Figure 1. Port wiring (run 1).
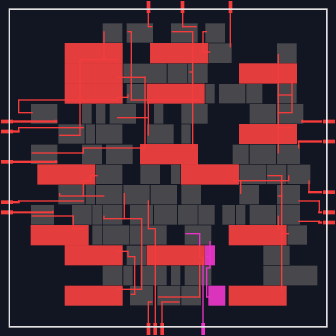
Figure 2. The clock network (run 1).
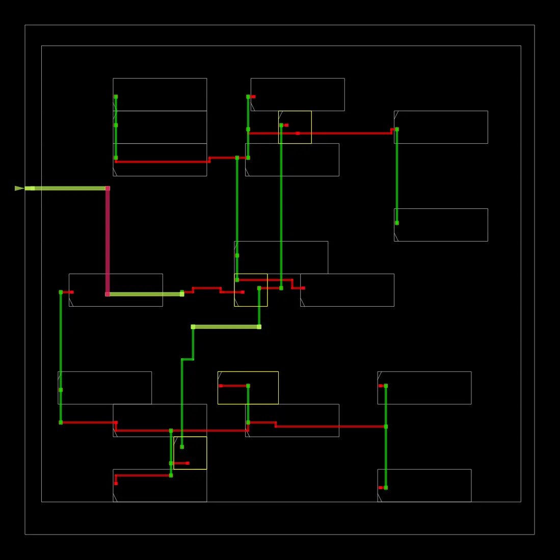
Figure 3. Signal wires by layer (run 1).
Scale bar: 10 um.
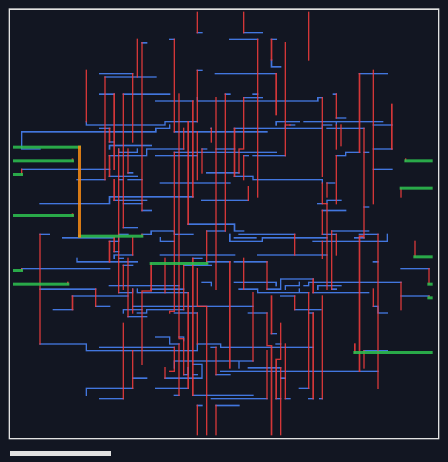
==> config.mk <==
export PLATFORM = sky130hd
export DESIGN_NAME = chk_prbs16
export DESIGN_NICKNAME = d
export VERILOG_FILES = /design/src/rtl/chk_prbs16.sv
export SDC_FILE = /design/constraint.sdc
export NUM_CORES = 1
export LEC_CHECK = 0
export CAP_MARGIN = 5
export CORE_UTILIZATION = 38
export DETAILED_ROUTE_END_ITERATION = 10
export MAX_ROUTING_LAYER = met4
export PLACE_DENSITY = 0.71
export SLEW_MARGIN = 25
export SYNTH_ARGS = -nofsm -noshare
export SYNTH_HDL_FRONTEND = slang
export SYNTH_SLANG_ARGS = --single-unit
==> constraint.sdc <==
create_clock -name clk -period 1.06 [get_ports clk]
set_input_delay 0.159 -clock clk [delete_from_list [all_inputs] [get_ports clk]]
set_output_delay 0.159 -clock clk [all_outputs]
set_load 0.005 [all_outputs]
==> impl_metrics.yaml, run 1 <==
# implementation run metrics
layout:
  logic_area_um2: 266.5
  area_delta_synth_final_pct: 57.51
  largest_reg_flops: 16
  fillers: 135
  drive_above_1_share_pct: 43.01
  n_antenna_cell: 0
  stdcell_count: 109
  seq_area_um2: 340.3
  nets: 98
clock_tree:
  root_buffer: "clkbuf_4"
  cts_sinks: 16
  postCtsHoldBufs: 0
  post-cts-setup-buffer-count: 11
  clock_path_buffers: 2
  insertion_delay_ps: 280
  clkTransAtPathRegs_ps: 90
  ctsResizeCount: 32
floorplanning:
  die_w_um: 42.54
  dieArea_mm2: 0.001809
  die_y_um: 42.54
  rows: 14
placement:
  gp_congestion: 0.6502
  hpwl_um: 777.3
  pre_cts_slack_ps: -167.8
grt:
  use_met2_pct: 26.46
  antenna_found_initial: 0
  grt_pass1_vias: 499
  grt-ovfl-total: 0
  grt_pass1_wl_um: 2083
  met3_usage_pct: 5.603
  grt_max_degree: 18
  busiest_layer: "met2"
worst_setup_path:
  crit_type: "register to output pin"
  path_cells: "dlygate4sd2_1"
  startpoint_type: "register"
  rrSetupSlack_ps: 90
  worst-path-buf-inv: 1
  critPathArrivalTime_ps: 870
  crit_path_top_delay_cell: "dfxtp_2"
  cp.depth: 1
  r2r.worst_path.cells: 4
  crit_family: "flip-flops"
synthesis:
  synth_cells: 57
  ys_area_um2: 624.3
  yosysMostFrequentCell: "dfxtp_1"
  yosys_warnings: 0
  ys_sh_xor_pct: 4.208
  synth_area_um2: 624.3
  ys_cells: 57
  syn_area_per_cell_um2: 10.95
  topCombFamilyByArea: "multiplexers"
  synthesis.nets: 61
  ys_top_cells_by_area: "dfxtp_1 51%, mux2i_1 24%, nor2_1 8.4%"
  common_cells: "16 x dfxtp_1, 15 x mux2i_1, 14 x nor2_1"
  synthSimpleGateAreaFrac_pct: 12.22
  ys_ff: 16
  synth-edff-count: 0
  mux_area_share_pct: 24.05
  ff_type: "dfxtp_1"
  seq_area_frac_synth_pct: 51.30
timing:
  setup_slack_ps: 36.00
  clock-skew-final_ps: 4.416
  finalClockPeriodUsage_pct: 96.60
  drv_slew: 0
  post-route-min-period_ps: 1024
  hold_viol_final: 0
  fmax_mhz: 976.6
  finalSetupTns_ps: 0
  hold-worst-slack_ps: 499.8
outcome:
  status: "finished clean"
routing:
  drt_iter0_markers: 6
  wl_met3_um: 51
  dr_wl_met2_um: 608
  drc: 0
  met1_length_um: 552
  highest_layer: "met4"
min_path:
  hold_path.class: "input pin to register"
pwr:
  p_leak_uw: 0.0004641
  p_total_uw: 1083
Notes on Figure 1 above:
| port | color | direction | edge | end cells | buffers | wire |
|---|---|---|---|---|---|---|
| rst | magenta | input | bottom | 2 | 1 | 23.2 um |
| q | red | output | 5 right, 5 left, 3 bottom, 3 top | 16 | 16 | 326 um |
io pins: 20
IO Port Bufs: 19

Notes on Figure 2 above:
TritonCTS Buffers: 3
P_clk: 396 uW
flop count: 16
# clk buffers: 4

Notes on Figure 3 above:
| layer | color | wire length |
|---|---|---|
| M1 | blue | 552 um |
| M2 | red | 609 um |
| M4 | orange | 8.80 um |
| M3 | green | 51.5 um |
DR vias: 501
GRT Total Usage: 16.32%
Detailed Route WL: 1221 um
wire per inst: 11.20 um

[run 1: report_power, final]
group          internal, uW  switching (uW)
clock network           209             187
logic                  45.5            34.6
registers               605            1.88
total                   860             224
[run 1: layout by cell type, fill, tap and decap left out]
cell,instances
or2_1,1
xnor2_2,1
clkbuf_4,3
dlygate4sd2_1,8
xnor2_1,2
clkbuf_8,1
clkdlybuf4s50_1,3
mux2i_1,15
dfxtp_2,16
buf_12,1
nor2_1,14
clkdlybuf4s15_1,8
nor3_1,1
a31oi_1,1
buf_4,16
nor2_2,2
[run 1: cell type report]
class	count	area share (%)
timing repair buffer	36	32.57
sequential	16	34.61
tap	16	2.036
clock buffer	4	3.690
multi-input combinational	37	27.10
==> inputs of run 2 (changes only) <==
Settings changed: DONT_BUFFER_PORTS set to 1, HOLD_SLACK_MARGIN set to 0.1, PLACE_DENSITY 0.71 to 0.55.
Figure 4. Port wiring (run 2).
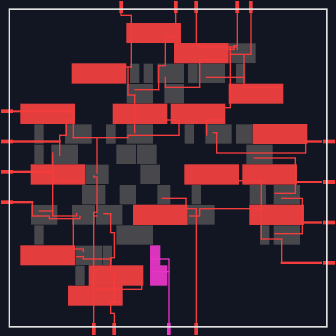
| port | color | direction | edge | end cells | buffers | wire |
|---|---|---|---|---|---|---|
| q | red | output | 5 top, 4 left, 4 right, 3 bottom | 16 | 0 | 347 um |
| rst | magenta | input | bottom | 2 | 0 | 13.6 um |
IO Port Bufs: 0

==> impl_metrics.yaml, run 2 <==
# implementation run metrics
clock_tree:
  ctsResizeCount: 0
  cts_sinks: 16
  post-cts-setup-buffer-count: 0
  clkTransAtPathRegs_ps: 100
  cts_buffers: 3
  clock_path_buffers: 2
timing:
  setup_slack_ps: 154.6
  finalClockPeriodUsage_pct: 85.41
  finalSetupTns_ps: 0
  hold_viol_final: 1
  post-route-min-period_ps: 905.4
  hold-worst-slack_ps: -21.71
  drv_slew: 0
  fmax_mhz: 1105
routing:
  routed_wirelength_um: 943
  wl_per_cell_um: 12.74
  drt_iter0_markers: 7
  drc: 0
synthesis:
  mux_area_share_pct: 24.05
  yosys_warnings: 0
  ys_area_um2: 624.3
  ys_sh_xor_pct: 4.208
  syn_area_per_cell_um2: 10.95
  synth_area_um2: 624.3
  ys_ff: 16
  synth_cells: 57
  common_cells: "16 x dfxtp_1, 15 x mux2i_1, 14 x nor2_1"
  yosysMostFrequentCell: "dfxtp_1"
  ys_cells: 57
  seq_area_frac_synth_pct: 51.30
  synthSimpleGateAreaFrac_pct: 12.22
  synth-edff-count: 0
  topCombFamilyByArea: "multiplexers"
layout:
  logic_area_um2: 259.0
  lay_top_count: "dfxtp_1"
  area_delta_synth_final_pct: 3.006
  drive_above_1_share_pct: 12.07
  largest_reg_flops: 16
  nets: 63
  final_cell_mix: "16 x dfxtp_1, 15 x mux2i_1, 14 x nor2_1"
  fillers: 163
  stdcell_count: 74
worst_setup_path:
  crit_family: "flip-flops"
  path_cells: "xnor2_1 -> xnor2_1 -> a31oi_1"
  rrSetupSlack_ps: 150
  crit_path_top_delay_cell: "dfxtp_1"
  crit_type: "register to register"
  worst-path-buf-inv: 0
  critPathArrivalTime_ps: 1080
  r2r.worst_path.cells: 3
  startpoint_type: "register"
  worstPathMaxFanout: 4
grt:
  grt_usage_pct: 12.11
  grt-ovfl-total: 0
  grt_max_degree: 18
  grt_pass1_wl_um: 1607
  grt_pass1_vias: 331
  antenna_found_initial: 0
pwr:
  p_total_uw: 1039
  p_leak_uw: 0.0002587
floorplanning:
  die_w_um: 42.54
  die_y_um: 42.54
  dieArea_mm2: 0.001809
outcome:
  violations: "negative hold slack"
  status: "finished with violations"
min_path:
  hold_path.class: "input pin to register"
placement:
  gp_congestion: 0.5953
Figure 5. The clock network (run 2).
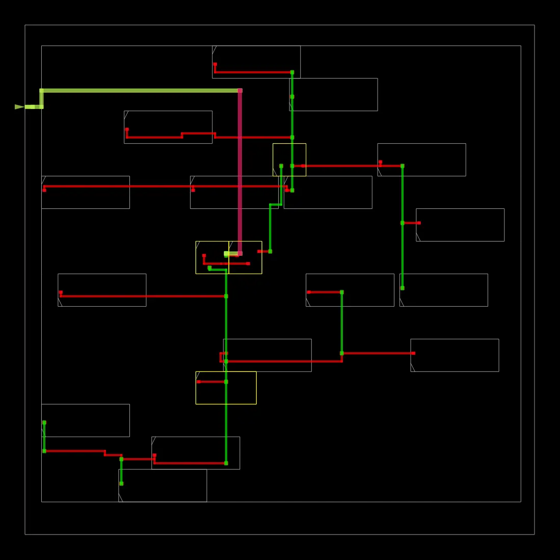
clk latency late pin: 280 ps
Layout Skew: 2.511 ps
P_clk: 398 uW

run 2: routing by layer:
metal	share of wire (%)	vias to the layer above	routed length, um	GRT usage (%)
li1	-	191	-	-
met3	6.4	2	60	6.034
met1	48	183	457	14.21
met4	1.4	0	13	5.625
met5	0	-	0	-
met2	44	12	412	17.23
run 2: layout make-up:
type | count | share of cell area [%]
Clock buffer | 4 | 5.642
Multi-Input combinational cell | 37 | 40.27
Sequential cell | 16 | 49.81
Tap cell | 16 | 3.113
Timing Repair Buffer | 1 | 1.167
run 2: power breakdown:
group,internal [uW],switching (uW)
registers,605,4.38
logic,18.0,12.6
clock network,209,190
run 2: cells by family after synthesis:
group	Yosys count
xor gates and xnor gates	3
DFF	16
muxes	15
and+or+nand+nor	18
buffers and inverters	4
AOI/OAI and AO/OA	1
Power is estimated from default activity; no workload was simulated.
